run_1/placed.png
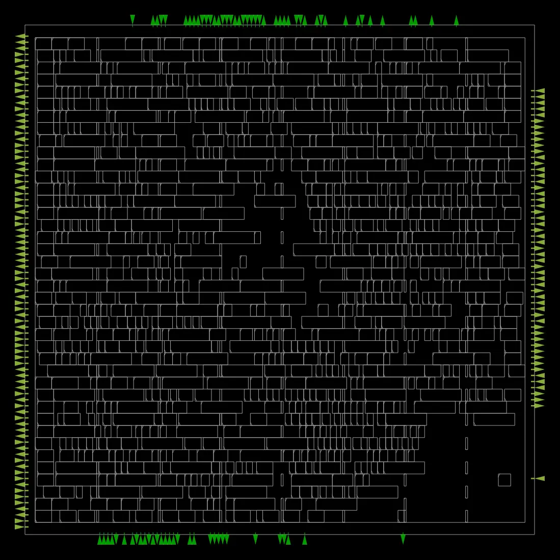
run_1/ff_map.png
Other sequential cells in the stronger grey, the rest of the logic in the fainter grey.
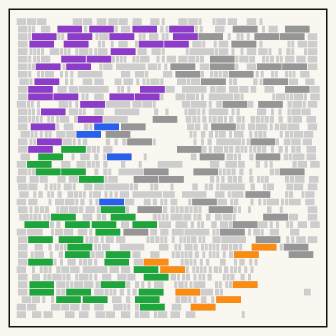
run_1/port_trees.png
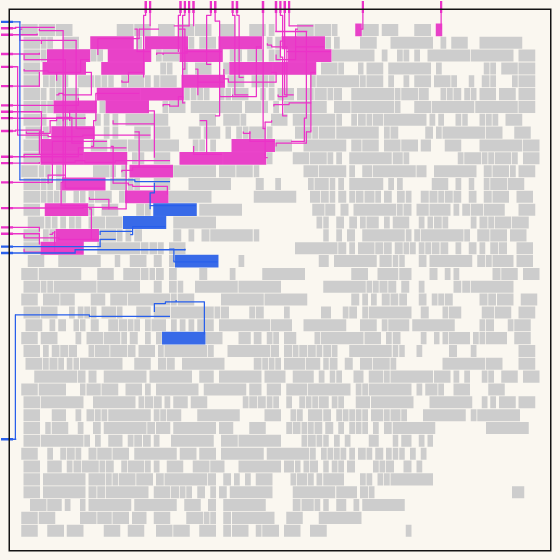
===== config.mk =====
export PLATFORM = sky130hd
export DESIGN_NAME = lsu_mem_ctrl_flat
export DESIGN_NICKNAME = d
export VERILOG_FILES = /design/src/rtl/lsu_mem_if.sv /design/src/rtl/lsu_mem_ctrl.sv /design/src/flat_wrapper.sv
export SDC_FILE = /design/constraint.sdc
export NUM_CORES = 1
export LEC_CHECK = 0
export ABC_AREA = 1
export CORE_MARGIN = 2
export CORE_UTILIZATION = 49
export DETAILED_ROUTE_END_ITERATION = 6
export PLACE_DENSITY = 0.86
export SYNTH_ARGS = -nofsm -noshare
export SYNTH_HDL_FRONTEND = slang
export SYNTH_SLANG_ARGS = --single-unit

===== constraint.sdc =====
create_clock -name clk -period 5.35 [get_ports clk]
set_input_delay 1.07 -clock clk [delete_from_list [all_inputs] [get_ports clk]]
set_output_delay 1.07 -clock clk [all_outputs]
set_load 0.005 [all_outputs]

===== src/rtl/lsu_mem_if.sv =====
// lsu_mem_if: data-memory request/grant/response channel between the LSU and data memory.
interface lsu_mem_if;
    logic        dm_req;
    logic        dm_we;
    logic [31:0] dm_addr;
    logic [3:0]  dm_be;
    logic [31:0] dm_wdata;
    logic        dm_gnt;
    logic        dm_rvalid;
    logic [31:0] dm_rdata;
    modport master(output dm_req, dm_we, dm_addr, dm_be, dm_wdata, input dm_gnt, dm_rvalid, dm_rdata);
    modport slave(input dm_req, dm_we, dm_addr, dm_be, dm_wdata, output dm_gnt, dm_rvalid, dm_rdata);
endinterface


===== src/rtl/lsu_mem_ctrl.sv =====
// lsu_mem_ctrl: MEM-stage load/store unit running the data-memory req/gnt/rvalid handshake.
// Define LSU_MISALIGN_EXC_EN to flag misaligned half/word accesses instead of aligning them down.
module lsu_mem_ctrl #(
    parameter int TIMEOUT_CYC = 255
) (
    input  logic        clk,
    input  logic        rst_n,
    input  logic        DM_read,
    input  logic        DM_write,
    input  logic [2:0]  funct3,
    input  logic [31:0] mem_addr,
    input  logic [31:0] store_data,
    output logic        lsu_stall,
    output logic [31:0] load_data,
    output logic        load_valid,
    output logic        bus_err,
    output logic        misalign_exc,
    lsu_mem_if.master   dm
);
    localparam int CW = $clog2(TIMEOUT_CYC + 1);
    typedef enum logic [1:0] {IDLE, REQ, WAIT, DONE} state_t;
    state_t        state;
    logic [CW-1:0] cnt;
    logic [2:0]    f3_q;
    logic [1:0]    off_q;
    logic          we_q;
    logic          access, is_byte, is_half, misaligned, accept, timed_out;
    logic [3:0]    be_n;
    logic [31:0]   wdata_n, ext_data;
    logic [7:0]    byte_sel;
    logic [15:0]   half_sel;
    assign access  = DM_read | DM_write;
    // Store codes other than SB/SH are words; load codes 100/101 are the unsigned byte/half.
    assign is_byte = DM_write ? funct3 == 3'b000 : funct3[1:0] == 2'b00;
    assign is_half = DM_write ? funct3 == 3'b001 : funct3[1:0] == 2'b01;
`ifdef LSU_MISALIGN_EXC_EN
    assign misaligned   = is_half ? mem_addr[0] : !is_byte && mem_addr[1:0] != 2'b00;
    assign misalign_exc = state == IDLE && access && misaligned;
`else
    assign misaligned   = 1'b0;
    assign misalign_exc = 1'b0;
`endif
    assign accept    = state == IDLE && access && !misaligned;
    assign lsu_stall = accept || state == REQ || state == WAIT;
    assign timed_out = cnt == CW'(TIMEOUT_CYC - 1);
    assign be_n    = !DM_write ? 4'hF : is_byte ? 4'b0001 << mem_addr[1:0] : is_half ? (mem_addr[1] ? 4'hC : 4'h3) : 4'hF;
    assign wdata_n = !DM_write ? 32'h0 : is_byte ? {4{store_data[7:0]}} : is_half ? {2{store_data[15:0]}} : store_data;
    assign byte_sel = 8'(dm.dm_rdata >> {off_q, 3'b000});
    assign half_sel = off_q[1] ? dm.dm_rdata[31:16] : dm.dm_rdata[15:0];
    assign ext_data = f3_q[1:0] == 2'b00 ? {{24{byte_sel[7] & ~f3_q[2]}}, byte_sel} :
                      f3_q[1:0] == 2'b01 ? {{16{half_sel[15] & ~f3_q[2]}}, half_sel} : dm.dm_rdata;
    always_ff @(posedge clk or negedge rst_n) begin
        if (!rst_n) begin
            state       <= IDLE;
            cnt         <= '0;
            f3_q        <= '0;
            off_q       <= '0;
            we_q        <= 1'b0;
            dm.dm_req   <= 1'b0;
            dm.dm_we    <= 1'b0;
            dm.dm_addr  <= '0;
            dm.dm_be    <= '0;
            dm.dm_wdata <= '0;
            load_data   <= '0;
            load_valid  <= 1'b0;
            bus_err     <= 1'b0;
        end else begin
            case (state)
                IDLE: if (accept) begin
                    state       <= REQ;
                    cnt         <= '0;
                    f3_q        <= funct3;
                    off_q       <= mem_addr[1:0];
                    we_q        <= DM_write;
                    dm.dm_req   <= 1'b1;
                    dm.dm_we    <= DM_write;
                    dm.dm_addr  <= {mem_addr[31:2], 2'b00};
                    dm.dm_be    <= be_n;
                    dm.dm_wdata <= wdata_n;
                end
                REQ: if (dm.dm_gnt || timed_out) begin
                    state      <= dm.dm_gnt && !we_q ? WAIT : DONE;
                    cnt        <= '0;
                    dm.dm_req  <= 1'b0;
                    bus_err    <= !dm.dm_gnt;
                    load_valid <= !dm.dm_gnt && !we_q;
                end else cnt <= cnt + 1'b1;
                WAIT: if (dm.dm_rvalid || timed_out) begin
                    state      <= DONE;
                    bus_err    <= !dm.dm_rvalid;
                    load_valid <= 1'b1;
                    load_data  <= dm.dm_rvalid ? ext_data : '0;
                end else cnt <= cnt + 1'b1;
                DONE: begin
                    state      <= IDLE;
                    bus_err    <= 1'b0;
                    load_valid <= 1'b0;
                    load_data  <= '0;
                end
            endcase
        end
    end
endmodule


===== src/flat_wrapper.sv =====
// flat-port wrapper written by rule: the top's interface ports become plain ports
module lsu_mem_ctrl_flat 
#(
    parameter int TIMEOUT_CYC = 255
)
  (clk, rst_n, DM_read, DM_write, funct3, mem_addr, store_data, lsu_stall, load_data, load_valid, bus_err, misalign_exc, dm_dm_req, dm_dm_we, dm_dm_addr, dm_dm_be, dm_dm_wdata, dm_dm_gnt, dm_dm_rvalid, dm_dm_rdata);
  lsu_mem_if dm_i ();
  input  logic clk;
  input  logic rst_n;
  input  logic DM_read;
  input  logic DM_write;
  input  logic [2:0] funct3;
  input  logic [31:0] mem_addr;
  input  logic [31:0] store_data;
  output logic lsu_stall;
  output logic [31:0] load_data;
  output logic load_valid;
  output logic bus_err;
  output logic misalign_exc;
  output wire logic [$bits(dm_i.dm_req)-1:0] dm_dm_req;
  output wire logic [$bits(dm_i.dm_we)-1:0] dm_dm_we;
  output wire logic [$bits(dm_i.dm_addr)-1:0] dm_dm_addr;
  output wire logic [$bits(dm_i.dm_be)-1:0] dm_dm_be;
  output wire logic [$bits(dm_i.dm_wdata)-1:0] dm_dm_wdata;
  input wire logic [$bits(dm_i.dm_gnt)-1:0] dm_dm_gnt;
  input wire logic [$bits(dm_i.dm_rvalid)-1:0] dm_dm_rvalid;
  input wire logic [$bits(dm_i.dm_rdata)-1:0] dm_dm_rdata;
  assign dm_dm_req = dm_i.dm_req;
  assign dm_dm_we = dm_i.dm_we;
  assign dm_dm_addr = dm_i.dm_addr;
  assign dm_dm_be = dm_i.dm_be;
  assign dm_dm_wdata = dm_i.dm_wdata;
  assign dm_i.dm_gnt = dm_dm_gnt;
  assign dm_i.dm_rvalid = dm_dm_rvalid;
  assign dm_i.dm_rdata = dm_dm_rdata;
  lsu_mem_ctrl #(.TIMEOUT_CYC(TIMEOUT_CYC)) u_core (.clk(clk), .rst_n(rst_n), .DM_read(DM_read), .DM_write(DM_write), .funct3(funct3), .mem_addr(mem_addr), .store_data(store_data), .lsu_stall(lsu_stall), .load_data(load_data), .load_valid(load_valid), .bus_err(bus_err), .misalign_exc(misalign_exc), .dm(dm_i));
endmodule

==> run notes, run 1 <==
Summary of the current implementation state.

- The run finished with clean final reports.
- The synthesized netlist cell count is 744, for reference.
- The library cell appearing most often on the critical path is sky130_fd_sc_hd__clkdlybuf4s50_1, for reference.
- The worst hold path belongs to the class flop to flop.
- Counting I/O delays and the setup requirement, the final critical path takes 3.43 ns.
- The final critical-path setup slack is 1.92 ns, for reference.
- The sequential cells in the finished layout cover a total of 2930 µm².
- The largest part of the power goes to combinational logic.
- By instance count after routing, the leading logic cell type is sky130_fd_sc_hd__nand2_1.
- The number of cells in the yosys synthesis report is 744, for reference.
- STA shows the worst min-delay path finishing at u_core.dm.dm_wdata[2].
- The endpoint of the most critical setup path is lsu_stall, for reference.
- Dividing total power by cell area gives a power density of 570 nW/µm².
- The biggest fanout along the worst timing path is 3, for reference.
- The initial antenna violation count came to 0.
- Per the hold report, the tightest min-delay path originates at u_core.dm.dm_wdata[2].
- After clock tree synthesis, the repair step resized 0 gates.
- In the CTS report, the clock slew at the register clock pins of the worst setup and hold paths is listed as 0.06 ns.
- The hold buffer count at cts is 0, for reference.
- The region available for standard cell placement spans 12000 µm².
- The worst path required time is 4.28 ns, for reference.
- The detail-routed via count per cell is 5.42, for reference.
- Timing would allow up to 0.291 GHz.
- In this run the mean area of a mapped cell was 8.02 µm².
- The post-synthesis cell area is 5970 µm², for reference.
- According to the I/O placement log, the pin count is 211.
- CTS reports a maximum clock tree buffer depth of 2.
- The count of pins over their slew limit is 0, for reference.
- The global router's overall resource usage is 0.281, for reference.
- The tightest hold path in the finished design has a slack of 0.476 ns.
- The number of instances in the placed design is 1067, for reference.
- The global-route wire length before repair is 28700 µm, for reference.
- The power report attributes to the sequential group a share of 0.312.
- The internal portion of total power is 3.07 mW, for reference.
- The OpenROAD report gives the critical path a data arrival time of 2.36 ns.
- The count of unresolved DRC violations after routing is 0, for reference.
- The final layout contains 1051 nets.
- The final tally of setup violations is 0, for reference.
- The cell sitting at the root of the clock tree is a sky130_fd_sc_hd__clkbuf_16.
- The launching point of the worst reg2reg path is u_core.state[0], for reference.
- Per the cell usage report, the commonest logic cells after layout are sky130_fd_sc_hd__nand2_1, sky130_fd_sc_hd__clkdlybuf4s50_1, sky130_fd_sc_hd__dfrtp_1.
- In the final layout, the share of cells above drive strength 1 is 0.0861.
- The total iterations of the first detailed-routing run is 5, for reference.
- TritonCTS built the clock tree.
- The worst setup timing slack at the placement stage is 1.92 ns, for reference.
- The worst-case clock skew is 0.00783 ns, for reference.
- The power dissipated in sequential cells is 1.53 mW, for reference.
- The later pin in the worst-skew pair is clocked with a latency of 0.40 ns.
- The repair_antennas step left the layout with diodes totalling 0.
- The transition at the pin with the smallest max-transition slack is 1.07 ns, for reference.
- Setup repair after global routing left no endpoint under its margin.
- The cell row count is 40, for reference.
- The final timing summary puts the cycle share of the worst path at 0.641.
- Per the GRT congestion report, total overflow comes to 0.
- The synthesis-to-finish area growth is 44.5%, for reference.
- The instance count along the most critical hold path is 2, for reference.
- The source of the critical timing path is DM_write, for reference.
Notes on placed.png above:
sequential cell count of the final layout: 117
fraction of area in registers: 0.339
post-route core utilization: 0.721
number of cells in the finished layout apart from fillers: 1099

Notes on ff_map.png above:
[green] u_core.dm.dm_wdata | sequential cells: 32
[blue] u_core.dm.dm_be | sequential cells: 4
[purple] u_core.dm.dm_addr | sequential cells: 30 | where: top left
[orange] u_core.cnt | sequential cells: 8
not coloured: 43

Notes on port_trees.png above:
[blue] dm_dm_be | bits: 4 | direction: output | edge: left | end cells: 4 | buffers: 4 | wire: 253 µm
[magenta] dm_dm_addr | bits: 32 | direction: output | edge: 17 top, 15 left | end cells: 32 | buffers: 30 | wire: 1100 µm

[run 1: state kept, by name, indices dropped and copies added (netlist names)]
| name | flops |
|---|---|
| u_core.dm.dm_wdata | 32 |
| u_core.load_data | 32 |
| u_core.dm.dm_addr | 30 |
| u_core.cnt | 8 |
| u_core.dm.dm_be | 4 |
| u_core.f3_q | 3 |
| u_core.off_q | 2 |
| u_core.state | 2 |
| u_core.bus_err | 1 |
| u_core.dm.dm_req | 1 |
| u_core.dm.dm_we | 1 |
| u_core.load_valid | 1 |
[run 1: per-stage QoR]
step / utilization / power (mW)
6_report: 0.721 / 4.92
5_1_grt: 0.721 / 5.25
4_1_cts: 0.721 / 4.93
3_5_place_dp: 0.671 / 3.74
3_3_place_gp: 0.671 / 3.68
2_1_floorplan: - / 2.70
[run 1: cell usage after synthesis]
cell and number:
sky130_fd_sc_hd__nand4_1 5, sky130_fd_sc_hd__nor2_2 2, sky130_fd_sc_hd__buf_6 4, sky130_fd_sc_hd__o21bai_1 1, sky130_fd_sc_hd__nand3_1 48, sky130_fd_sc_hd__o211ai_1 9, sky130_fd_sc_hd__o21ai_0 46, sky130_fd_sc_hd__nor2_8 1
sky130_fd_sc_hd__nand3_2 10, sky130_fd_sc_hd__a22o_1 19, sky130_fd_sc_hd__clkbuf_1 10, sky130_fd_sc_hd__o22ai_1 1, sky130_fd_sc_hd__buf_4 4, sky130_fd_sc_hd__a211oi_1 1, sky130_fd_sc_hd__buf_2 15, sky130_fd_sc_hd__a21oi_1 22
sky130_fd_sc_hd__or2_2 8, sky130_fd_sc_hd__nand2_1 295, sky130_fd_sc_hd__buf_12 2, sky130_fd_sc_hd__inv_2 8, sky130_fd_sc_hd__inv_1 37, sky130_fd_sc_hd__clkbuf_8 1, sky130_fd_sc_hd__dfrtp_1 117, sky130_fd_sc_hd__nor3_1 3
sky130_fd_sc_hd__conb_1 1, sky130_fd_sc_hd__o21ai_1 12, sky130_fd_sc_hd__a21oi_4 1, sky130_fd_sc_hd__a21oi_2 2, sky130_fd_sc_hd__o21ai_2 1, sky130_fd_sc_hd__nand2_2 5, sky130_fd_sc_hd__nor2_1 39, sky130_fd_sc_hd__ha_1 7
sky130_fd_sc_hd__o211ai_2 7
[run 1: area by class of cell]
class                           instances  share of cell area
Clock buffer                           17              0.0493
Clock inverter                         15              0.0207
Inverter                               45              0.0196
Multi-Input combinational cell        548               0.307
Sequential cell                       117               0.339
Tap cell                              147              0.0213
Timing Repair Buffer                  210               0.242
[run 1: worst max-delay path: cells and delay by family]
family	cells	cell delay, ns
buffers and inverters	2	0.97
AOI/OAI and AO/OA	1	0.23
and+or+nand+nor	1	0.09
[run 1: cell families after synthesis]
| group | after synthesis | share of synthesized area |
|---|---|---|
| other | 1 | 0.000628 |
| and+or+nand+nor | 416 | 0.294 |
| DFF | 117 | 0.490 |
| adders and majority gates | 7 | 0.0147 |
| buffers and inverters | 81 | 0.0687 |
| AOI/OAI and AO/OA | 122 | 0.132 |
[run 1: per-layer routing]
layer / part of all wire / global-route usage / routed length (µm)
met1: 0.41 / 0.360 / 7400
met2: 0.46 / 0.442 / 8320
met3: 0.10 / 0.0942 / 1870
met4: 0.023 / 0.112 / 417
met5: 0 / 0 / 0
## Run 2: what changed since run 1
--- a/config.mk
+++ b/config.mk
@@ -7,9 +7,9 @@
 export LEC_CHECK = 0
 export ABC_AREA = 1
 export CORE_MARGIN = 2
-export CORE_UTILIZATION = 49
+export CORE_UTILIZATION = 46
 export DETAILED_ROUTE_END_ITERATION = 6
-export PLACE_DENSITY = 0.86
+export PLACE_DENSITY = 0.82
 export SYNTH_ARGS = -nofsm -noshare
 export SYNTH_HDL_FRONTEND = slang
 export SYNTH_SLANG_ARGS = --single-unit
==> constraint.sdc (replaced) <==
create_clock -name clk -period 3.24 [get_ports clk]
set_input_delay 0.648 -clock clk [delete_from_list [all_inputs] [get_ports clk]]
set_output_delay 0.648 -clock clk [all_outputs]
set_load 0.005 [all_outputs]
run_2/route_heat.png
24 x 24 tiles, from black (low) to pale yellow (high), scaled to the fullest tile. Values are wire area over tile area, all layers added.
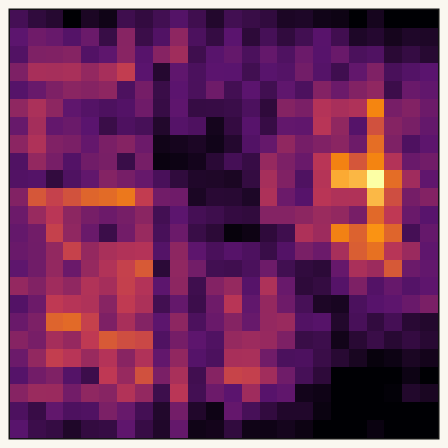
densest ninth of the die: right middle
nearly empty tiles: 4.7%
tiles over half the peak: 8.3%
emptiest ninth of the die: bottom right
fullest tile: 0.77

==> run 2 against run 1 <==
Against the previous run:
- clock skew up 0.00093 ns
- sequential share of layout area down 0.25 points
- cell count up 2.7%
- sequential power up 67%
- clock-buffer cell count up 4
- worst setup slack worse by 1.4 ns
- hold slack worse by 0.22 ns
- flip-flop count unchanged
- design area up 0.75%
- combinational power up 64%
- synthesized area unchanged
- non-clock buffer count up 5
- highest routed layer unchanged
==> run notes, run 2 <==
Summary of the current implementation state.

- In the finished design, the share of the clock period the worst path needs comes to 0.844.
- Per Yosys stat, the portion of area used by sequential elements is 0.490.
- The number of buffers added for setup after CTS is 0, for reference.
- Summed over all cells, the static leakage comes to 4.15 nW.
- The most popular library cell in the synthesized design by count is sky130_fd_sc_hd__nand2_1, for reference.
- The highest-count logic cell in the final layout is sky130_fd_sc_hd__nand2_1, for reference.
- The critical path buffer and inverter count is 2, for reference.
- The synthesis-to-finish area growth is 45.6%, for reference.
- The worst path required time is 2.59 ns, for reference.
- The number of buffers between clock root and the deepest sink is 2, for reference.
- The number of instances in the placed design is 1097, for reference.
- The filler-free cell count of the finished design is 1129, for reference.
- For reference, the critical path is launched at u_core.state[1].
- The worst slew margin relative to its limit is 0.549, for reference.
- The most critical setup path has its endpoint at lsu_stall.
- The CTS tree is built, for reference.
- The area inside the core boundary is 12600 µm², for reference.
- The slowest stage of the critical path is the sky130_fd_sc_hd__clkdlybuf4s50_1 cell.
- By instance count after routing, the leading logic cell types are sky130_fd_sc_hd__nand2_1, sky130_fd_sc_hd__clkdlybuf4s50_1, sky130_fd_sc_hd__dfrtp_1.
- The detailed placer's ending HPWL is 12500 µm, for reference.
- In the final layout, the registers with the most flip-flops are u_core.dm.dm_wdata x32, u_core.load_data x32, u_core.dm.dm_addr x30.
- Setup repair after global routing left no endpoint under its margin.
- The data arrival time of the worst path is 2.09 ns, for reference.
- The completed layout was analyzed and its total power is 8.04 mW.
- The post-synthesis cell type with the largest combined area is sky130_fd_sc_hd__dfrtp_1, for reference.
- The transition at the pin with the smallest max-transition slack is 0.676 ns, for reference.
- Looking at the critical path, the highest net fanout was 5.
- The number of placed I/O pins is 211, for reference.
- The synthesized netlist handed to floorplanning was reported with a cell count of 744.
- In the post-synthesis netlist, the biggest area contributors are sky130_fd_sc_hd__dfrtp_1, sky130_fd_sc_hd__nand2_1, sky130_fd_sc_hd__nand3_1.
- The clock root buffer master is sky130_fd_sc_hd__clkbuf_16, for reference.
- The maximum level of the CTS H-tree is 4, for reference.
- The total iterations of the first detailed-routing run is 5, for reference.
- For this run, the leading register cell type out of synthesis is sky130_fd_sc_hd__dfrtp_1.
- The count of unresolved DRC violations after routing is 0, for reference.
- The initial antenna violation count is 0, for reference.
- The fraction of post-synthesis cell area in the top cell type by area is 0.490, for reference.
- The cell row count is 41, for reference.
- The number of gates resized after CTS was 0.
- The peak supply drop is 0.000483 V, for reference.
- The total congestion overflow is 0, for reference.
- The worst-case clock skew is 0.00876 ns, for reference.
- In the synthesized netlist the async set-or-reset flop fraction comes to 1.00.
- The routed wire length is 17800 µm, for reference.
- The filler cell count is 1077, for reference.
- The family with the most delay on the worst path is buffers and inverters, for reference.
- Based on the critical path, the design can be clocked at up to 0.366 GHz.
- The run finished with clean final reports.
- The per-instance average area after synthesis is 8.02 µm², for reference.
- The final critical-path setup slack is 0.504 ns, for reference.
- The worst path in the final design needs a cycle of 2.74 ns, including I/O delays and setup.
- The final layout reports a setup TNS of 0 ns.
- Clock-pin slew was measured on the worst setup and hold paths at 0.05 ns.
- STA lists the startpoint of the worst register-to-register path as u_core.state[1].
- Clock latency on the worst-skew pair, taken at its later pin, is 0.42 ns.
- The post-synthesis cell area is 5970 µm², for reference.
- The number of antenna diodes is 0, for reference.
- The flow reported a cell area power density of 925 nW/µm².
- For this run, the final setup violation count is recorded as 0.
- The number of maximum-capacitance violations recorded for the run is 0.
- The share of layout cells above drive strength 1 is 0.0888, for reference.
- Measured on the finished design, the core utilization comes to 0.689.
- The number of enable-type register cells in the synthesized netlist is 0, for reference.
- The hold buffer count at cts is 0, for reference.
- The count of pins over their slew limit is 0, for reference.
- The global-route wire length before repair is 28900 µm, for reference.
- The detail-routed via count per cell is 5.19, for reference.
- The worst setup timing slack at the placement stage is 0.664 ns, for reference.
- The netlist uses 33 different library cells.
- Checking hold timing, the worst path is listed with class primary input to asynchronous set/reset pin.
- The final layout contains 1056 nets.
- The full die area is 13900 µm², for reference.
- The global router's overall resource usage is 0.263, for reference.
- The cell depth of the worst setup path is 5, for reference.
- Per the synth log, the flip-flop and latch total comes to 117.
- The final-layout worst hold slack is 0.259 ns, for reference.
- After synthesis, the most frequently instantiated cells are sky130_fd_sc_hd__nand2_1, sky130_fd_sc_hd__dfrtp_1, sky130_fd_sc_hd__nand3_1.
- The TritonCTS sink count is 117, for reference.
- The number of cells in the yosys synthesis report is 744, for reference.
-- run 2: cell counts after synthesis --
No cell type changed its count.
-- run 2: routing by layer --
layer	wire length, µm	GRT usage	vias up	part of all wire
met3	1680	0.0901	36	0.095
met5	0	0	-	0
met2	8200	0.407	272	0.46
met4	461	0.110	0	0.026
li1	-	-	2811	-
met1	7430	0.337	2736	0.42
-- run 2: cell families after synthesis --
family | Yosys count | synth area share
compound gates | 122 | 0.132
fa+ha+maj | 7 | 0.0147
buf+inv | 81 | 0.0687
flops | 117 | 0.490
other cells | 1 | 0.000628
simple gates | 416 | 0.294
-- run 2: worst register-to-register path: cells and delay by family (launching register included) --
family	cells	cell delay, ns
buffers and inverters	3	0.99
AND-OR/OR-AND	1	0.14
flip-flops	1	0.43
adder cells (fa/ha/maj)	1	0.38
AND/OR/NAND/NOR	1	0.26
-- run 2: layout make-up --
type / instances / area (µm²) / share of cell area
tap: 172 / 215 / 0.0248
clock inverter: 11 / 128 / 0.0147
inverter: 45 / 169 / 0.0194
sequential: 117 / 2930 / 0.337
multi-input combinational: 548 / 2650 / 0.305
clock buffer: 21 / 460 / 0.0530
timing repair buffer: 215 / 2140 / 0.246
-- run 2: where the power goes --
part / internal, mW / total [mW] / switching (mW)
Sequential: 2.09 / 2.55 / 0.454
Clock: 1.17 / 1.85 / 0.681
Combinational: 1.78 / 3.64 / 1.86
-- run 2: worst min path at each step --
| stage | start | end | depth (start not counted) |
|---|---|---|---|
| after global placement | u_core.dm.dm_wdata[0] | u_core.dm.dm_wdata[0] | 2 |
| after detailed placement | u_core.load_data[18] | u_core.load_data[18] | 2 |
| after CTS | rst_n | u_core.load_data[15] | 1 |
| final | rst_n | u_core.load_data[6] | 1 |
| after global routing | rst_n | u_core.load_data[2] | 1 |
| after floorplan | rst_n | u_core.bus_err | 0 |
Power figures rest on the tool's default switching activity, not on a simulated workload.
